Run 1, I/O nets highlighted:
Scale: 1 px per um.
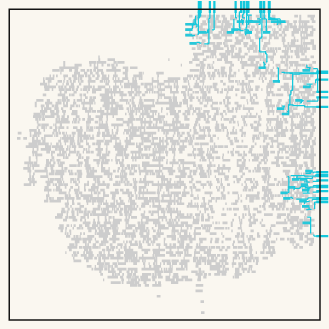
Run 1, signal wires by layer:
Scale: 1 px per um. Two of the layers only.
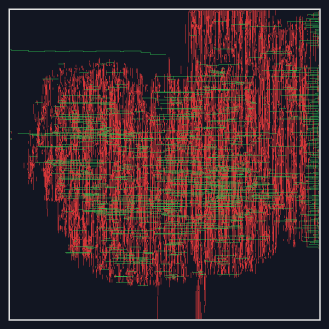
Run 1, metal 2:
Scale: 1.5 px per um.
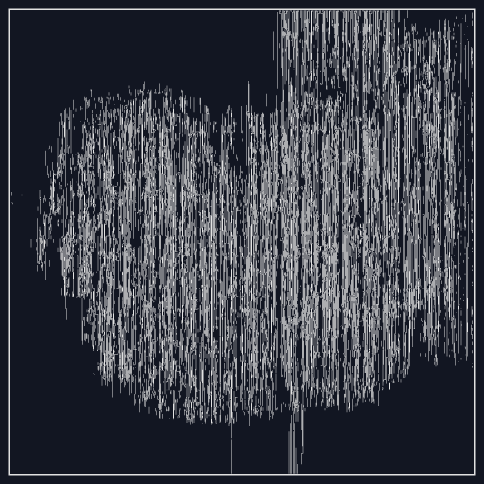
==> config.mk <==
export PLATFORM = sky130hd
export DESIGN_NAME = ex_stage
export DESIGN_NICKNAME = d
export VERILOG_FILES = /design/src/rtl/mips_pkg.sv /design/src/rtl/ex_stage_mul_iter.sv /design/src/rtl/ex_stage.sv
export SDC_FILE = /design/constraint.sdc
export NUM_CORES = 1
export LEC_CHECK = 0
export ABC_CLOCK_PERIOD_IN_PS = 10600
export CAP_MARGIN = 15
export CORE_MARGIN = 3
export CORE_UTILIZATION = 30
export CTS_BUF_LIST = sky130_fd_sc_hd__clkbuf_2
export CTS_CLUSTER_DIAMETER = 30
export DETAILED_ROUTE_END_ITERATION = 8
export GPL_TIMING_DRIVEN = 0
export HOLD_SLACK_MARGIN = 0.08
export SYNTH_ARGS = -nofsm -noshare
export SYNTH_HDL_FRONTEND = slang
export SYNTH_SLANG_ARGS = --single-unit
==> constraint.sdc <==
create_clock -name i_clk -period 10.6 [get_ports i_clk]
set_input_delay 1.06 -clock i_clk [delete_from_list [all_inputs] [get_ports i_clk]]
set_output_delay 1.06 -clock i_clk [all_outputs]
set_load 0.05 [all_outputs]
==> summary.txt, run 1 <==
run metrics: HPWL after detailed placement about 110000 um, cell count listed in synth_stat.txt roughly 3800, H-Tree Level Count 3, outcome finished clean, final setup slack of the worst path 2.73 ns, Post-synth regs 341, complex-gate fraction of the synthesized area 28.9%, maximum fanout along the worst path 10, Top non-seq family AND-OR/OR-AND gates, number of fill cells 9752, Top delay family on crit path simple AND/OR/NAND/NOR gates, Dominant Register Cell dfxtp_1, Max clock buf depth 3, share of synthesized area spent on multiplexers 2.67%, max_slew headroom 13.1%, fraction of area in multi-input gates between 50% and 60%, Non-clock buffering overhead 10.8%, Combinational Area around 19000 um^2, metal2 WL 59000 um, power density cells 98.7 nW/um^2, path type of the worst min-delay path input port to flip-flop, met1 capacity usage during global routing 32.6%, Top cells by area dfxtp_1 25%, ha_1 8.8%, a21oi_1 7.1%, uppermost signal routing layer after detailed routing met4, number of max-slew violations in the final report 0, DIE AREA 95700 um^2, worst path arrival time approximately 7 ns, seq pwr 1.32 mW, Clock-cell share 2.74%, unrepaired setup endpoints after global routing false, Fin Setup TNS 0 ns, post-synth top area share 24.7%, Seq/total area 20.9%, min cycle time layout 7.87 ns, layer carrying the most global-route usage met2
Notes on 'I/O nets highlighted' above:
colour	port	direction	end cells	buffers	wire
cyan	o_Wdata	output	32	32	952 um
I/O pin total: 260
count of buffers inserted at the top-level ports: 257

Notes on 'signal wires by layer' above:
colour	layer	wire length
red	M2	59.0 mm
green	M3	12300 um
Wirelength per Cell: 24.4 um
total via count in the routed design: 31100
Total Wirelength: 131000 um
global-route usage over all layers: 26.3%

Notes on 'metal 2' above:
main direction	vertical
nets with wire on the layer	3625
met2 demand-to-capacity share in global routing: 43.0%

==> run 2, diff against run 1 <==
--- a/config.mk
+++ b/config.mk
@@ -5,7 +5,7 @@
 export SDC_FILE = /design/constraint.sdc
 export NUM_CORES = 1
 export LEC_CHECK = 0
-export ABC_CLOCK_PERIOD_IN_PS = 10600
+export ABC_CLOCK_PERIOD_IN_PS = 6400
 export CAP_MARGIN = 15
 export CORE_MARGIN = 3
 export CORE_UTILIZATION = 30
==> constraint.sdc (replaced) <==
create_clock -name i_clk -period 6.4 [get_ports i_clk]
set_input_delay 0.64 -clock i_clk [delete_from_list [all_inputs] [get_ports i_clk]]
set_output_delay 0.64 -clock i_clk [all_outputs]
set_load 0.05 [all_outputs]
Run 2, I/O nets highlighted:
Scale: 1 px per um.
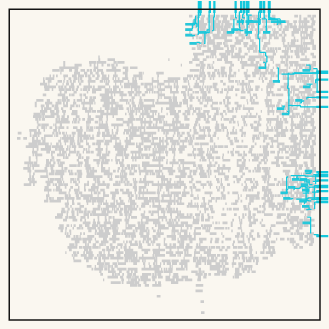
colour	port	direction	end cells	buffers	wire
cyan	o_Wdata	output	32	32	983 um

==> summary.txt, run 2 <==
run metrics: Total Wirelength 132000 um (+0.56%), total leakage power between 10 and 15 nW, path type of the worst min-delay path input port to flip-flop, number of hold-slack violations in the final timing report 0, root cell of the clock tree clkbuf_2, logic depth of the worst path, buffers included 20, metal2 WL 59300 um (+0.49%), unrepaired setup endpoints after global routing false, number of fill cells 9719 (-0.34%), combinational power between 1 and 1.5 mW, cell count listed in synth_stat.txt 3762 (unchanged), worst path arrival time 7.45 ns (+0.64 ns), Non-clock buffering overhead 11.9% (+1.1 points), most numerous cell types in the synthesized netlist 459 x nand2_1, 431 x nor2_1, 390 x a21oi_1, total via count in the routed design 31400 (+1.0%), commonest non-fill, non-tap cell in the layout nand2_1, Combinational Area 19400 um^2 (+0.10%), proportion of layout cells with a drive suffix above 1 5.99%, Dominant Register Cell dfxtp_1, required time at the worst-slack endpoint 7.52 ns, count of buffers inserted at the top-level ports 257 (unchanged), max_slew headroom 16.8% (+3.7 points), share of synthesized area spent on multiplexers 2.67% (unchanged), uppermost signal routing layer after detailed routing met5, Seq/total area 20.7% (-0.28 points), nets around 4500, Top non-seq family AND-OR/OR-AND gates, Clock-cell share 2.71% (-0.036 points), gp weighted congestion between 1 and 1.5, final setup slack of the worst path 0.0717 ns (-2.66 ns), number of max-slew violations in the final report 0 (unchanged), starting DRC count in detailed routing 3536, Wirelength per Cell 24.4 um (-0.26%), global-route usage over all layers 26.4% (+0.094 points), Synth top cell by count nand2_1, simple share 23.5%, post-synth top area share 24.7% (unchanged), Cell Type Count 113, clock transition at the registers of the reported paths 0.08 ns, Top delay family on crit path AND-OR/OR-AND gates, met1 capacity usage during global routing 32.8% (+0.23 points), H-Tree Level Count 3 (unchanged), Post-synth regs 341 (unchanged), seq pwr 2.19 mW (+66%), power density cells 162 nW/um^2 (+64%), min cycle time layout 6.33 ns, share of total power in combinational logic 27.6%, number of warnings in the stage logs 91, Top cells by area dfxtp_1 25%, ha_1 8.8%, a21oi_1 7.1%, Gate Count Post-Synth 3762, HPWL after detailed placement 107000 um (unchanged), switching fraction of total power between 30% and 40%, global-route wire length before repair 191000 um, maximum fanout along the worst path 10 (unchanged), number of gates resized after cts 4, Fin Setup TNS 0 ns (unchanged), I/O pin total 260 (unchanged), Fmax achieved 158 MHz, outcome finished clean, largest net degree at the start of global routing 17, complex-gate fraction of the synthesized area 28.9% (unchanged), slack of the worst reg-to-reg path 0.56 ns, post-route insts no fill approximately 5400, worst slew pin tran roughly 1.2 ns, maxcap violations 0, layer carrying the most global-route usage met2, power in the clock group 1.69 mW, met2 demand-to-capacity share in global routing 43.2% (+0.18 points), DIE AREA 95700 um^2 (unchanged), fraction of area in multi-input gates 58.7% (-0.72 points), Max clock buf depth 3 (unchanged)
No activity file was given, so power comes from the tool's default toggle rates.
